**src/rtl/serial_subtractor_if.sv**
```systemverilog
// Handshake and operand/result bundle for the bit-serial subtractor.
// The master side requests operations; the slave side (the subtractor) answers.
interface serial_subtractor_if #(
  parameter int WIDTH = 8
);
  logic             start;
  logic [WIDTH-1:0] a;
  logic [WIDTH-1:0] b;
  logic             b_in;
  logic             busy;
  logic             done;
  logic [WIDTH-1:0] diff;
  logic             b_out;
  logic             ovf;
  logic             zero;

  modport master (
    output start, a, b, b_in,
    input  busy, done, diff, b_out, ovf, zero
  );

  modport slave (
    input  start, a, b, b_in,
    output busy, done, diff, b_out, ovf, zero
  );
endinterface

```
**src/rtl/serial_subtractor.sv**
```systemverilog
// Bit-serial subtractor: diff = a - b - b_in, one bit per clock, LSB first,
// through a single full-subtractor cell with a registered borrow.
module serial_subtractor #(
  parameter int WIDTH = 8
) (
  input  logic                 clk,
  input  logic                 rst_n,
  serial_subtractor_if.slave   bus
);
  localparam int CW = $clog2(WIDTH) + 1;

  typedef enum logic [1:0] {IDLE, RUN, DONE} state_t;

  state_t           state_reg;
  logic [WIDTH-1:0] a_sh_reg;
  logic [WIDTH-1:0] b_sh_reg;
  logic [WIDTH-1:0] part_reg;
  logic             br_reg;
  logic [CW-1:0]    cnt_reg;
  logic             a_msb_reg;
  logic             b_msb_reg;
  logic             busy_reg;
  logic             done_reg;
  logic [WIDTH-1:0] diff_reg;
  logic             b_out_reg;
  logic             ovf_reg;
  logic             zero_reg;

  logic             ai;
  logic             bi;
  logic             d_next;
  logic             br_next;
  logic             last_bit;
  logic [WIDTH-1:0] part_next;

  // Full-subtractor cell on the current LSBs.
  assign ai       = a_sh_reg[0];
  assign bi       = b_sh_reg[0];
  assign d_next   = ai ^ bi ^ br_reg;
  assign br_next  = (~ai & bi) | (~(ai ^ bi) & br_reg);
  assign last_bit = (cnt_reg == CW'(WIDTH - 1));

  // New difference bit enters at the MSB; after WIDTH shifts it is in place.
  assign part_next[WIDTH-1] = d_next;
  generate
    for (genvar gi = 0; gi < WIDTH - 1; gi++) begin : g_part
      assign part_next[gi] = part_reg[gi+1];
    end
  endgenerate

  always_ff @(posedge clk) begin
    if (!rst_n) begin
      state_reg <= IDLE;
      a_sh_reg  <= '0;
      b_sh_reg  <= '0;
      part_reg  <= '0;
      br_reg    <= 1'b0;
      cnt_reg   <= '0;
      a_msb_reg <= 1'b0;
      b_msb_reg <= 1'b0;
      busy_reg  <= 1'b0;
      done_reg  <= 1'b0;
      diff_reg  <= '0;
      b_out_reg <= 1'b0;
      ovf_reg   <= 1'b0;
      zero_reg  <= 1'b0;
    end else begin
      case (state_reg)
        IDLE, DONE: begin
          done_reg <= 1'b0;
          if (bus.start) begin
            a_sh_reg  <= bus.a;
            b_sh_reg  <= bus.b;
            a_msb_reg <= bus.a[WIDTH-1];
            b_msb_reg <= bus.b[WIDTH-1];
            br_reg    <= bus.b_in;
            part_reg  <= '0;
            cnt_reg   <= '0;
            busy_reg  <= 1'b1;
            state_reg <= RUN;
          end else begin
            state_reg <= IDLE;
          end
        end
        RUN: begin
          a_sh_reg <= a_sh_reg >> 1;
          b_sh_reg <= b_sh_reg >> 1;
          part_reg <= part_next;
          br_reg   <= br_next;
          cnt_reg  <= cnt_reg + CW'(1);
          if (last_bit) begin
            diff_reg  <= part_next;
            b_out_reg <= br_next;
            // Signed overflow only when operand signs differ and the result sign flips away from a.
            ovf_reg   <= (a_msb_reg != b_msb_reg) && (d_next != a_msb_reg);
            zero_reg  <= (part_next == '0);
            busy_reg  <= 1'b0;
            done_reg  <= 1'b1;
            state_reg <= DONE;
          end
        end
        default: begin
          busy_reg  <= 1'b0;
          done_reg  <= 1'b0;
          state_reg <= IDLE;
        end
      endcase
    end
  end

  assign bus.busy  = busy_reg;
  assign bus.done  = done_reg;
  assign bus.diff  = diff_reg;
  assign bus.b_out = b_out_reg;
  assign bus.ovf   = ovf_reg;
  assign bus.zero  = zero_reg;
endmodule

```
**src/flat_wrapper.sv**
```systemverilog
// flat-port wrapper written by rule: the top's interface ports become plain ports
module serial_subtractor_flat 
#(
  parameter int WIDTH = 8
)
  (clk, rst_n, bus_start, bus_a, bus_b, bus_b_in, bus_busy, bus_done, bus_diff, bus_b_out, bus_ovf, bus_zero);
  serial_subtractor_if #(.WIDTH(WIDTH)) bus_i ();
  input  logic clk;
  input  logic rst_n;
  input wire logic [$bits(bus_i.start)-1:0] bus_start;
  input wire logic [$bits(bus_i.a)-1:0] bus_a;
  input wire logic [$bits(bus_i.b)-1:0] bus_b;
  input wire logic [$bits(bus_i.b_in)-1:0] bus_b_in;
  output wire logic [$bits(bus_i.busy)-1:0] bus_busy;
  output wire logic [$bits(bus_i.done)-1:0] bus_done;
  output wire logic [$bits(bus_i.diff)-1:0] bus_diff;
  output wire logic [$bits(bus_i.b_out)-1:0] bus_b_out;
  output wire logic [$bits(bus_i.ovf)-1:0] bus_ovf;
  output wire logic [$bits(bus_i.zero)-1:0] bus_zero;
  assign bus_i.start = bus_start;
  assign bus_i.a = bus_a;
  assign bus_i.b = bus_b;
  assign bus_i.b_in = bus_b_in;
  assign bus_busy = bus_i.busy;
  assign bus_done = bus_i.done;
  assign bus_diff = bus_i.diff;
  assign bus_b_out = bus_i.b_out;
  assign bus_ovf = bus_i.ovf;
  assign bus_zero = bus_i.zero;
  serial_subtractor #(.WIDTH(WIDTH)) u_core (.clk(clk), .rst_n(rst_n), .bus(bus_i));
endmodule
```
**config.mk**
```make
export PLATFORM = sky130hd
export DESIGN_NAME = serial_subtractor_flat
export DESIGN_NICKNAME = d
export VERILOG_FILES = /design/src/rtl/serial_subtractor_if.sv /design/src/rtl/serial_subtractor.sv /design/src/flat_wrapper.sv
export SDC_FILE = /design/constraint.sdc
export NUM_CORES = 1
export LEC_CHECK = 0
export CAP_MARGIN = 5
export CORE_MARGIN = 4
export CORE_UTILIZATION = 49
export CTS_BUF_LIST = sky130_fd_sc_hd__clkbuf_4 sky130_fd_sc_hd__clkbuf_8
export DETAILED_ROUTE_END_ITERATION = 10
export GPL_TIMING_DRIVEN = 0
export PLACE_DENSITY = 0.78
export SKIP_LAST_GASP = 1
export SLEW_MARGIN = 20
export SYNTH_ARGS = -nofsm -noshare
export SYNTH_HDL_FRONTEND = slang
export SYNTH_SLANG_ARGS = --single-unit
```
**constraint.sdc**
```tcl
create_clock -name clk -period 1.3 [get_ports clk]
set_input_delay 0.26 -clock clk [delete_from_list [all_inputs] [get_ports clk]]
set_output_delay 0.26 -clock clk [all_outputs]
set_load 0.02 [all_outputs]
```
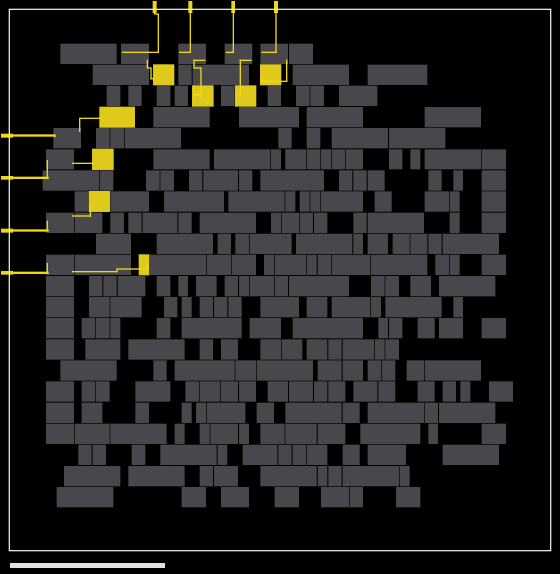
Fig. 1. I/O nets highlighted.
The bar under the picture is 20 um long.
Key: `bus_a` = yellow [direction input, edge 4 top, 4 left, end cells 8, buffers 8, wire 99.0 um]

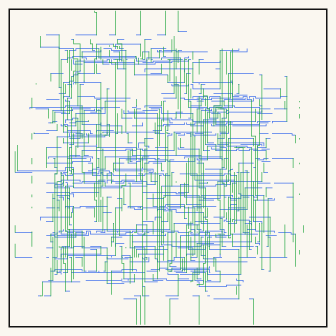
Fig. 2. Signal wires by layer.
Two of the layers only.
Key: M2 = green [wire length 2120 um]; M1 = blue [wire length 1960 um]

==> summary.txt <==
Summary of implementation figures.

Status
The flow ran to the end, but the final reports show violations. The final reports fail on setup timing.

Detailed routing
For this run, the detailed router's first-pass iteration total came to 4. The remaining routing DRC violations is 0. The detailed router placed 1724 vias in this run. The mean routed wirelength per cell is 14.4 um. The violation tally recorded at the end of detailed-routing iteration 0 is 100. Once detail routing completed, the nets flagged for antenna violations numbered 0.

For this block, the routed nets add up to 4.38 mm of wire. The routed via count divided by cell count is 5.65.

Timing
The worst setup skew after layout is 0.00483 ns. The final period utilization is 1.09. Counting endpoints that fail hold in the final report gives 0.

After routing, the total negative slack on setup checks comes to -0.197 ns. The slew of the pin with the lowest slew margin is 0.496 ns. The number of setup violations in the final report is 3. The peak clock frequency supported by timing is 709 MHz. Setup repair after global routing could not meet its margin everywhere. The worst-case max-slew headroom was logged as 0.669. Pins over their slew limit in the final report were tallied at 0.

The minimum hold slack is 0.445 ns. The shortest period the worst path allows is 1.41 ns. The post-layout worst setup margin is -0.111 ns.

Global routing
The total routing usage reported by global routing is 0.183. Entering global routing, the biggest net connects 20 pins. The first-pass GRT wire length is 7.13 mm.

The number of global-route vias before repair is 1578. The initial antenna violation count is 0. The final global-route overflow total is 0.

Yosys
For this run, the leading register cell type out of synthesis is sky130_fd_sc_hd__dfxtp_1. The number of warnings reported in the yosys synthesis log is 0. The dominant cell by count in the synthesized netlist is sky130_fd_sc_hd__dfxtp_1. The synthesized netlist was found by Yosys to have 212 cells. Counting instances in the post-synthesis netlist gives the leading cell types as 45 x sky130_fd_sc_hd__dfxtp_1, 33 x sky130_fd_sc_hd__a21oi_1, 27 x sky130_fd_sc_hd__nand3_1. The post-synthesis area per instance is 8.76 um2. The number of different library cells used by synthesis comes to 32.

By area the synthesized netlist is led by sky130_fd_sc_hd__dfxtp_1 49%, sky130_fd_sc_hd__a21oi_1 8.9%, sky130_fd_sc_hd__nand3_1 7.3%. The post-synthesis sequential element count is 45. Yosys reported that registers with async set or reset make up 0. The post-synth count of flops with an enable pin is 0. Synthesis produced 212 cells. In this run the cell area of the synthesized design comes to 0.00186 mm2. The chip area line in the Yosys stat output reads 0.00186 mm2. The share of synthesized area in the top cell type comes to 0.485. At floorplan, the net count of the design was reported as 235. The library cell with the largest summed area after synthesis is sky130_fd_sc_hd__dfxtp_1. Of the synthesized area, sequential elements account for 0.485.

Finish
The filler cell count is 301. In the layout the commonest cells are 39 x sky130_fd_sc_hd__dfxtp_1, 32 x sky130_fd_sc_hd__a21oi_1, 27 x sky130_fd_sc_hd__nand3_1. The final antenna diode tally reported by the flow is 0.

Looking at the area split, the leading class of cells is multi-input combinational cells. The finished cells cover 0.00249 mm2. The layout inverter count without the clock tree is 5.

The library cell used most frequently in the layout, excluding fill and tap cells, is sky130_fd_sc_hd__dfxtp_1. For this run, the number of standard cells in the final layout without fillers is 305. Of all the cell area in the finished design, the clock network holds 0.0407. The synthesis-to-finish area growth is 34.2%. The area taken by multi-input combinational cells is reported as 912 um2.

In the final design database the tool counted 279 nets. The multi-input gate count is 143. The number of non-clock buffers in the layout is 56.

The layout summary lists the proportion of cells stronger than drive strength 1 as 0.210. The number of clock buffers in the layout is 7. The fraction of cell area in multi-input combinational cells is reported as 0.366.

The final layout contains a sequential cell count of 45. Per the final report, the share of cell area in non-clock buffers is 0.197.

Critical path
The slowest library cell on the worst path is sky130_fd_sc_hd__fa_2. The sum of buffers and inverters on the critical path is 1. The cell type group with the largest total delay on the critical path is adder cells. The nature of the critical path endpoint is a flop. Walking the worst path, the cells encountered are buf_4, fa_2, nor4_4, a31o_1. STA lists the maximum fanout along the critical path as 2. The worst endpoint required time is 1.50 ns.

The arrival time of data at the worst endpoint is listed as 1.61 ns. Per STA, the highest per-stage delay on the worst path measures 0.61 ns. For reference, the most critical setup path is categorized as reg2reg. STA classifies the critical path startpoint as a flop.

Pwr
The total power of the final layout is 2850 uW. The combinational gate power is 428 uW. The design internal power is 2120 uW. The maximum ir drop on the vdd rail is 0.814 mV. The heaviest power group is registers.

The power report lists the clock group at 950 uW. The power report attributes to the sequential group a share of 0.516. Summed over all nets, the switching power comes to 730 uW. Power spread over the standard cell area amounts to 1140 mW/mm2. The share of total power dissipated in combinational logic is 0.150. The fraction of power consumed by the clock network is 0.333. The switching portion of total power comes to 0.256. The static leakage is 0.000961 uW.

Run
The reported max-cap violation count is 0. The logs give a warning total of 30.

Placed design
Once detailed placement completed, the half-perimeter wirelength came to 2.92 mm. The instance count after placement with tap cells included is 292. The number of I/O port buffers is 32.

The final RePlAce weighted congestion is 0.831. The post-placement cell area is 0.00225 mm2. The worst-case setup slack after placement is -0.386 ns.

Floorplan
The number of core rows is 22. The area of the placeable core is 0.00366 mm2. The height of the die is 69.6 um. The floorplan step records an initial core utilization of 0.507. The total die size is 0.00484 mm2. In this run the count of I/O pins placed on the die edge is 33. The horizontal die dimension is 69.6 um. The tap cell instance count is 48.

Clocking
The number of setup buffers added after CTS is 2. The cell at the root of the clock tree is sky130_fd_sc_hd__clkbuf_8. The longest clock path from root to sink contains 2 buffers. The H-tree was split into 2 levels. The clock tree from TritonCTS is yes. The number of sinks handled by clock tree synthesis is 45. The number of clock buffers added by TritonCTS is 5.

The clock latency reported for the late side of the worst-skew pair is 0.30 ns. The count of hold-fix buffers inserted at cts is 0. Per the post-CTS timing run, clock transition at the registers of the reported paths is 0.08 ns. The quantity of gates resized following cts is 27.

Worst hold path
Note that the worst hold path type here is reg2reg.
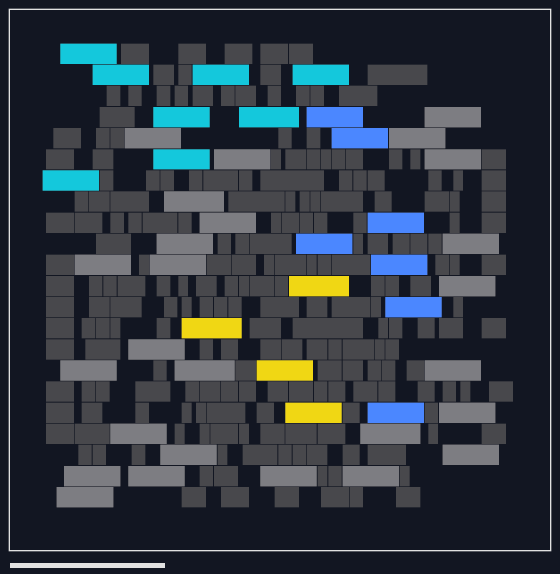
Fig. 3. Where the registers sit.
The bar under the picture is 20 um long. Other sequential cells in the stronger grey, the rest of the logic in the fainter grey.
Key: `u_core.a_sh_reg` = cyan [placed flops 8]; `u_core.cnt_reg` = yellow [placed flops 4]; `u_core.part_reg` = blue [placed flops 7]
Another 26 sequential cells are not coloured.
sequential standard cell area: 908 um2
share of the core filled with cells in the final layout: 0.680
flip-flop and latch power: 1470 uW
register share of the cell area: 0.365

-- final timing paths --
path	cells after the start	end	slack, ns	from
max reg2reg	4	u_core.bus.zero	-0.11	u_core.a_sh_reg[0]
min	2	u_core.bus.diff[3]	0.44	u_core.bus.diff[3]
max	4	u_core.bus.zero	-0.11	u_core.a_sh_reg[0]
min reg2reg	2	u_core.bus.diff[3]	0.44	u_core.bus.diff[3]
-- per-layer routing --
metal / wire length [um] / vias up / global-route usage
li1: - / 847 / -
met1: 1960 / 821 / 0.230
met2: 2120 / 47 / 0.294
met3: 197 / 9 / 0.0420
met4: 110 / 0 / 0.0889
met5: 0 / - / 0
-- logic make-up after synthesis --
kind of cell / share of synthesized area
compound gates: 0.204
fa+ha+maj: 0.0283
buf+inv: 0.0667
flops: 0.485
mux: 0.0115
simple gates: 0.205
Power is estimated from default activity; no workload was simulated.
